[src/rtl/song_sequencer.sv]
// Note sequencer for the beep-song player: walks a note table in external synchronous ROM,
// times each note in beat units, inserts inter-note gaps and handles loop/one-shot/pause.
module song_sequencer #(
    parameter int BEAT_TICKS = 12_500_000,
    parameter int GAP_TICKS  = 500_000,
    parameter int SONG_LEN   = 32
) (
    input  logic        clk,
    input  logic        rst,
    input  logic        mode,
    input  logic        play,
    input  logic        pause,
    output logic [7:0]  rom_addr,
    input  logic [35:0] rom_data,
    output logic [31:0] cnt_max,
    output logic        tone_en,
    output logic [7:0]  note_idx,
    output logic        busy,
    output logic        done
);

    typedef enum logic [2:0] {
        S_IDLE, S_FETCH, S_LOAD, S_PLAY, S_GAP, S_DONE
    } state_t;

    localparam logic [7:0]  LAST_IDX  = 8'(SONG_LEN - 1);
    localparam logic [31:0] BEAT_LAST = 32'(BEAT_TICKS - 1);
    localparam logic [31:0] GAP_LAST  = 32'(GAP_TICKS - 1);

    state_t      state_reg, state_next;
    logic [7:0]  idx_reg, idx_next;
    logic [31:0] tick_reg, tick_next;
    logic [3:0]  beats_reg, beats_next;
    logic [31:0] gap_reg, gap_next;
    logic [31:0] cnt_max_reg, cnt_max_next;
    logic        tone_reg, tone_next;
    logic        do_advance, do_eos;

    logic [3:0]  dur;
    logic [31:0] pitch;
    assign dur   = rom_data[35:32];
    assign pitch = rom_data[31:0];

    always_ff @(posedge clk or negedge rst) begin
        if (!rst) begin
            state_reg   <= S_IDLE;
            idx_reg     <= 8'd0;
            tick_reg    <= 32'd0;
            beats_reg   <= 4'd0;
            gap_reg     <= 32'd0;
            cnt_max_reg <= 32'd0;
            tone_reg    <= 1'b0;
        end else begin
            state_reg   <= state_next;
            idx_reg     <= idx_next;
            tick_reg    <= tick_next;
            beats_reg   <= beats_next;
            gap_reg     <= gap_next;
            cnt_max_reg <= cnt_max_next;
            tone_reg    <= tone_next;
        end
    end

    // Advance and end-of-song are resolved after the case so every path shares one rule.
    always_comb begin
        state_next   = state_reg;
        idx_next     = idx_reg;
        tick_next    = tick_reg;
        beats_next   = beats_reg;
        gap_next     = gap_reg;
        cnt_max_next = cnt_max_reg;
        tone_next    = tone_reg;
        do_advance   = 1'b0;
        do_eos       = 1'b0;

        case (state_reg)
            S_IDLE: begin
                idx_next  = 8'd0;
                tone_next = 1'b0;
                if (play) begin
                    state_next = S_FETCH;
                end
            end
            S_FETCH: begin
                state_next = S_LOAD;
            end
            S_LOAD: begin
                if (dur == 4'd0) begin
                    if (idx_reg == 8'd0) begin
                        state_next = S_DONE;
                    end else begin
                        do_eos = 1'b1;
                    end
                end else begin
                    cnt_max_next = pitch;
                    beats_next   = dur;
                    tick_next    = 32'd0;
                    tone_next    = (pitch != 32'd0);
                    state_next   = S_PLAY;
                end
            end
            S_PLAY: begin
                if (pause) begin
                    tone_next = 1'b0;
                end else if (tick_reg == BEAT_LAST) begin
                    tick_next  = 32'd0;
                    beats_next = beats_reg - 4'd1;
                    if (beats_reg == 4'd1) begin
                        tone_next = 1'b0;
                        if (GAP_TICKS == 0) begin
                            do_advance = 1'b1;
                        end else begin
                            gap_next   = 32'd0;
                            state_next = S_GAP;
                        end
                    end else begin
                        tone_next = (cnt_max_reg != 32'd0);
                    end
                end else begin
                    tick_next = tick_reg + 32'd1;
                    tone_next = (cnt_max_reg != 32'd0);
                end
            end
            S_GAP: begin
                tone_next = 1'b0;
                if (!pause) begin
                    if (gap_reg == GAP_LAST) begin
                        do_advance = 1'b1;
                    end else begin
                        gap_next = gap_reg + 32'd1;
                    end
                end
            end
            S_DONE: begin
                tone_next  = 1'b0;
                state_next = S_IDLE;
            end
            default: begin
                state_next = S_IDLE;
            end
        endcase

        if (do_advance) begin
            if (idx_reg == LAST_IDX) begin
                do_eos = 1'b1;
            end else begin
                idx_next   = idx_reg + 8'd1;
                state_next = S_FETCH;
            end
        end

        // Mode is only looked at here, so mid-song toggles cannot restart or stop playback.
        if (do_eos) begin
            if (mode) begin
                idx_next   = 8'd0;
                state_next = S_FETCH;
            end else begin
                state_next = S_DONE;
            end
        end
    end

    always_comb begin
        busy = (state_reg != S_IDLE);
        done = (state_reg == S_DONE);
    end

    assign rom_addr = idx_reg;
    assign note_idx = idx_reg;
    assign cnt_max  = cnt_max_reg;
    assign tone_en  = tone_reg;

endmodule

[config.mk]
export PLATFORM = sky130hd
export DESIGN_NAME = song_sequencer
export DESIGN_NICKNAME = d
export VERILOG_FILES = /design/src/rtl/song_sequencer.sv
export SDC_FILE = /design/constraint.sdc
export NUM_CORES = 1
export LEC_CHECK = 0
export ABC_CLOCK_PERIOD_IN_PS = 3800
export CAP_MARGIN = 20
export CORE_MARGIN = 3
export CORE_UTILIZATION = 45
export CTS_CLUSTER_SIZE = 20
export DETAILED_ROUTE_END_ITERATION = 7
export PLACE_DENSITY = 0.68
export SKIP_CTS_REPAIR_TIMING = 1
export SKIP_LAST_GASP = 1
export SYNTH_ARGS = -nofsm -noshare
export SYNTH_HDL_FRONTEND = slang
export SYNTH_SLANG_ARGS = --single-unit
[constraint.sdc]
create_clock -name clk -period 3.8 [get_ports clk]
set_input_delay 0.76 -clock clk [delete_from_list [all_inputs] [get_ports clk]]
set_output_delay 0.76 -clock clk [all_outputs]
set_load 0.03 [all_outputs]
==> results.txt, run 1 <==
Entry: Yosys synthesis followed by OpenROAD place and route.

Final layout:
- The run puts the register cell area after layout at 2803 sq um.
- The run puts the portion of the layout cell area used by non-clock buffers at 13.67%.
- The run puts the synthesis-to-layout area growth at 22.48%.
- The final antenna diode tally reported by the flow is 0.

Floorplan:
- The run puts the well tap count at 172.
- The run puts the site row count at 41.
- The run puts the area of the core region at 12880 sq um.

Run:
- The run gives the count of tool warnings as 28.

Detailed routing:
- After the first detailed-routing iteration, the DRC count stood at 484.
- The run puts the detailed-router iteration count before antenna repair at 5.
- The run gives the overall via count from detail_route as 5192.
- In this run the top signal layer used is met4.

Status:
- The flow ran to the end, and the final reports show no timing, DRC or antenna violations.

STA:
- The final report lists the setup-violating endpoint count as 0.
- Hold is met by 518.7 ps.

Worst setup path:
- The run gives the largest fanout on the critical path as 14.
- The run gives the required time at the endpoint of the critical path as 3040 ps.

Synthesis:
- For this run, the number of Yosys warnings is 0.
- The run gives the area of the synthesized netlist per yosys stat as 6055 sq um.

GRT:
- The run puts the number of global-route vias before repair at 5014.

Min path:
- The path class of the tightest hold or removal check is primary input to async pin.

Clock tree:
- The run puts the deepest level of the CTS H-tree at 3.

Power:
- The flow reported a cell area power density of 549.0 nW/um^2.

Placed design:
- Note, the detailed placer reported a final HPWL of 10.88 mm.
Figure 1. Track usage over the die (run 1).
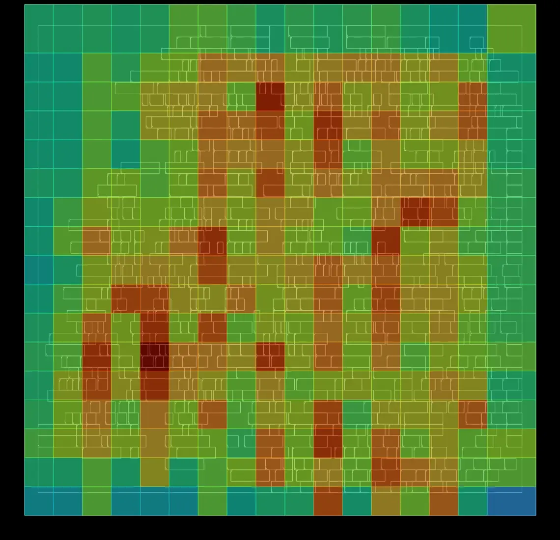
GRT met2 Usage: 33.67%
detail-routed net length per standard cell: 17.72 um
fin util: 57.59%

Figure 2. Routed metal, one color a layer (run 1).
Bar = 20 um.
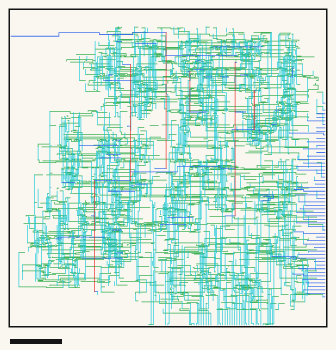
legend:
  blue:
    layer: metal 3
    wire_length: 752 um
  cyan:
    layer: metal 2
    wire_length: 7210 um
  green:
    layer: metal 1
    wire_length: 7180 um
  red:
    layer: metal 4
    wire_length: 230 um

Figure 3. Selected gate families (run 1).
Bar = 20 um.
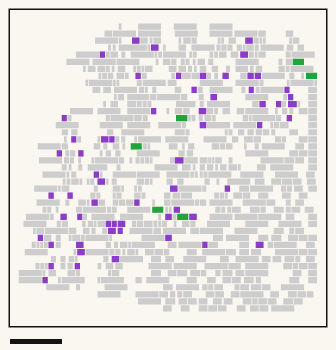
legend:
  purple:
    family: AND and OR gates
    cells: 60
  green:
    family: adder and majority cells
    cells: 6
post-route insts no fill: 868
fraction of standard cell area in multi-input logic: 41.05%
Top cell excl fill/tap: sky130_fd_sc_hd__dfrtp_1

Figure 4. Zoomed window (run 1).
Bar = 5 um. Region (51, 75) to (71, 95) um. Cells in gray, sequential cells in the stronger gray; small squares are vias.
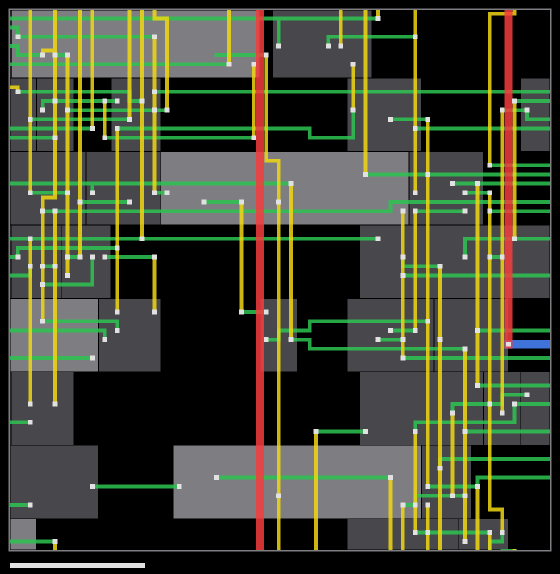
legend:
  blue:
    layer: metal 3
  green:
    layer: metal 1
  yellow:
    layer: metal 2
  red:
    layer: metal 4
netlist names of flops here include: `gap_reg` (3)
most frequent: dfrtp_1 (3), buf_4 (3)
sequential cells in the window: 3
cells with their middle in the window: 21

==> run 1 -> run 2 <==
Settings changed: ABC_CLOCK_PERIOD_IN_PS 3800 to 2800.
Clock period 3.8 ns to 2.8 ns, I/O delays scaled along.
==> run 2 against run 1 <==
Effect of this change:
- die size unchanged
- flip-flop count unchanged
- final cell count up 2.0%
- final area up 2.5%
- critical endpoint unchanged
==> results.txt, run 2 <==
Entry: Yosys synthesis followed by OpenROAD place and route.

Status:
- The run finished with clean final reports.

Floorplan:
- The site row count came to 41 (unchanged).
- The well tap count came to 172 (unchanged).

GRT:
- The run gives the global-route track usage on met2 as 35.67% (+2.0 points).

Final layout:
- The final standard cell utilization of the core came to 59.03% (+1.4 points).
- The number of antenna cells inserted was 0 (unchanged).
- The run puts the register cell area after layout at 2803 sq um (unchanged).
- The run gives the most instantiated logic cell after routing as sky130_fd_sc_hd__dfrtp_1.
- The run gives the portion of the layout cell area used by non-clock buffers as 15.18% (+1.5 points).

Detailed routing:
- The run puts the post-detailed-route wirelength per cell at 17.58 um (-0.78%).
- The run gives the highest layer used for signal routing as met4.
- The run puts the iteration-0 DRC count of the detailed router at 560 (+16%).

STA:
- The run puts the number of failing setup endpoints in the final timing report at 0 (unchanged).

Run:
- The run puts the count of tool warnings at 28 (unchanged).

Placed design:
- The run gives the half-perimeter wire length after detailed placement as 11.31 mm (+3.9%).

Clock tree:
- The deepest level of the CTS H-tree was 3 (unchanged).

Synthesis:
- The synthesis warning total was 0 (unchanged).
- The area of the synthesized netlist per yosys stat was 6055 sq um (unchanged).

Min path:
- The most critical min-delay path falls under primary input to async pin.

Worst setup path:
- The required time at the endpoint of the critical path came to 2240 ps (-800 ps).
Figure 5. Zoomed window (run 2).
Bar = 5 um. Region (51, 75) to (71, 95) um. Cells in gray, sequential cells in the stronger gray; small squares are vias.
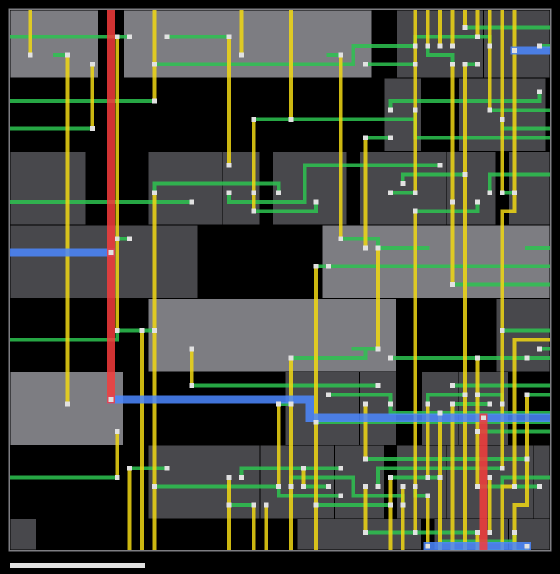
legend:
  green:
    layer: metal 1
  blue:
    layer: metal 3
  red:
    layer: metal 4
  yellow:
    layer: metal 2
most frequent: buf_4 (4), nor2_1 (3), dfrtp_1 (3)
sequential cells in the window: 3
netlist names of flops here include: `gap_reg` (3)
cells with their middle in the window: 25

==> run 2 -> run 3 <==
Settings changed: ABC_AREA set to 0, CORE_UTILIZATION 45 to 32, PLACE_DENSITY 0.68 to not set.
==> run 3 against run 2 <==
Effect of this change:
- largest cell class unchanged
- flip-flop count did not move
- synthesized cell count did not move
- global-route usage fell by 7.0 points
- critical endpoint is now busy
- critical path depth did not move
- utilization fell by 17 points
- non-clock buffer count fell by 3
- die size rose by 38%
- clock skew rose by 4.8 ps
- combinational power barely moved
- sequential share of layout area barely moved
- clock power fell by 18%
==> results.txt, run 3 <==
Entry: Yosys synthesis followed by OpenROAD place and route.

Status:
- The flow ran to the end, and the final reports show no timing, DRC or antenna violations.

Final layout:
- Once layout is complete, the cells apart from fillers number 939.
- Leaving out fill and tap cells, the most frequent cell in the layout is sky130_fd_sc_hd__dfrtp_1.
- The run puts the flip-flop and latch share of the layout cell area at 36.91%.
- The number of antenna cells inserted came to 0 (unchanged).
- The run gives the fraction of final layout cells with drive strength greater than 1 as 12.68%.
- The run gives the combinational share of cell area as 40.10%.
- The run gives the portion of the layout cell area used by non-clock buffers as 15.06% (-0.11 points).
- The run puts the final standard cell utilization of the core at 41.56% (-17 points).

Clock tree:
- The run gives the clock transition at the registers of the reported paths as 80 ps.
- The run gives the root buffer selected by CTS as sky130_fd_sc_hd__clkbuf_16.
- The run puts the deepest level of the CTS H-tree at 3 (unchanged).

Detailed routing:
- The run gives the wire length on met1 as 7.211 mm.
- The run gives the post-detailed-route wirelength per cell as 16.14 um (-8.2%).
- The iteration-0 DRC count of the detailed router was 335 (-40%).
- The detailed router used layers up to and including met4.

GRT:
- In this run the most used layer during global routing was met2.
- The run gives the maximum number of pins on one net before global-route repair as 52.
- The global-route track usage on met2 was 25.13% (-11 points).

Synthesis:
- The synthesis warning total came to 0 (unchanged).
- The run puts the share of flip-flops with an asynchronous set or reset after synthesis at 100.0%.
- Yosys reports that the most numerous cell types are sky130_fd_sc_hd__dfrtp_1 (112), sky130_fd_sc_hd__nor2_1 (47), sky130_fd_sc_hd__nand2_1 (42).
- The area of the synthesized netlist per yosys stat came to 6055 sq um (unchanged).

Worst setup path:
- The run puts the largest fanout on the critical path at 14.
- The slowest stage of the critical path belongs to the cell sky130_fd_sc_hd__clkdlybuf4s50_1.
- STA reports a reg2reg setup slack of 240 ps.
- STA puts the critical path data arrival time at 2090 ps.
- The run puts the required time at the endpoint of the critical path at 2240 ps (about the same).
- STA classifies the critical path startpoint as a register.

Power:
- Per report_power, the top consumer among the power groups is registers.
- The run gives the power density normalized to cell area as 715.8 nW/um^2.
- The run puts the internal power consumption at 3.468 mW.

Floorplan:
- The well tap count came to 229 (+33%).
- The run gives the site row count as 49 (+20%).
- Measured along the x axis, the die boundary spans 143.6 um.

Placed design:
- The run gives the cell total after placement as 923.
- The run gives the half-perimeter wire length after detailed placement as 11.09 mm (-1.9%).

STA:
- The run gives the final-report max-slew violation count as 0.
- The run gives the number of failing setup endpoints in the final timing report as 0 (unchanged).
- In the finished design, the share of the clock period the worst path needs comes to 94.49%.
- In this build the clock could be raised as far as 378.0 MHz.

Run:
- The run gives the count of tool warnings as 28 (unchanged).

Min path:
- The tightest min-delay check is of the primary input to async pin type.
Figure 6. Sequential cells colored by netlist name (run 3).
Bar = 50 um. Other sequential cells in the stronger gray, the rest of the logic in the fainter gray.
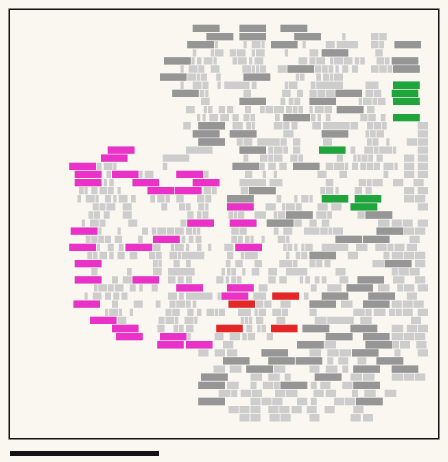
legend:
  red:
    signal: `beats_reg`
    sequential_cells: 4
  green:
    signal: `note_idx`
    sequential_cells: 8
  magenta:
    signal: `tick_reg`
    sequential_cells: 32
register cell area after layout: 2803 sq um
flip-flop and latch power: 2.31 mW

Power and IR drop assume default switching activity.
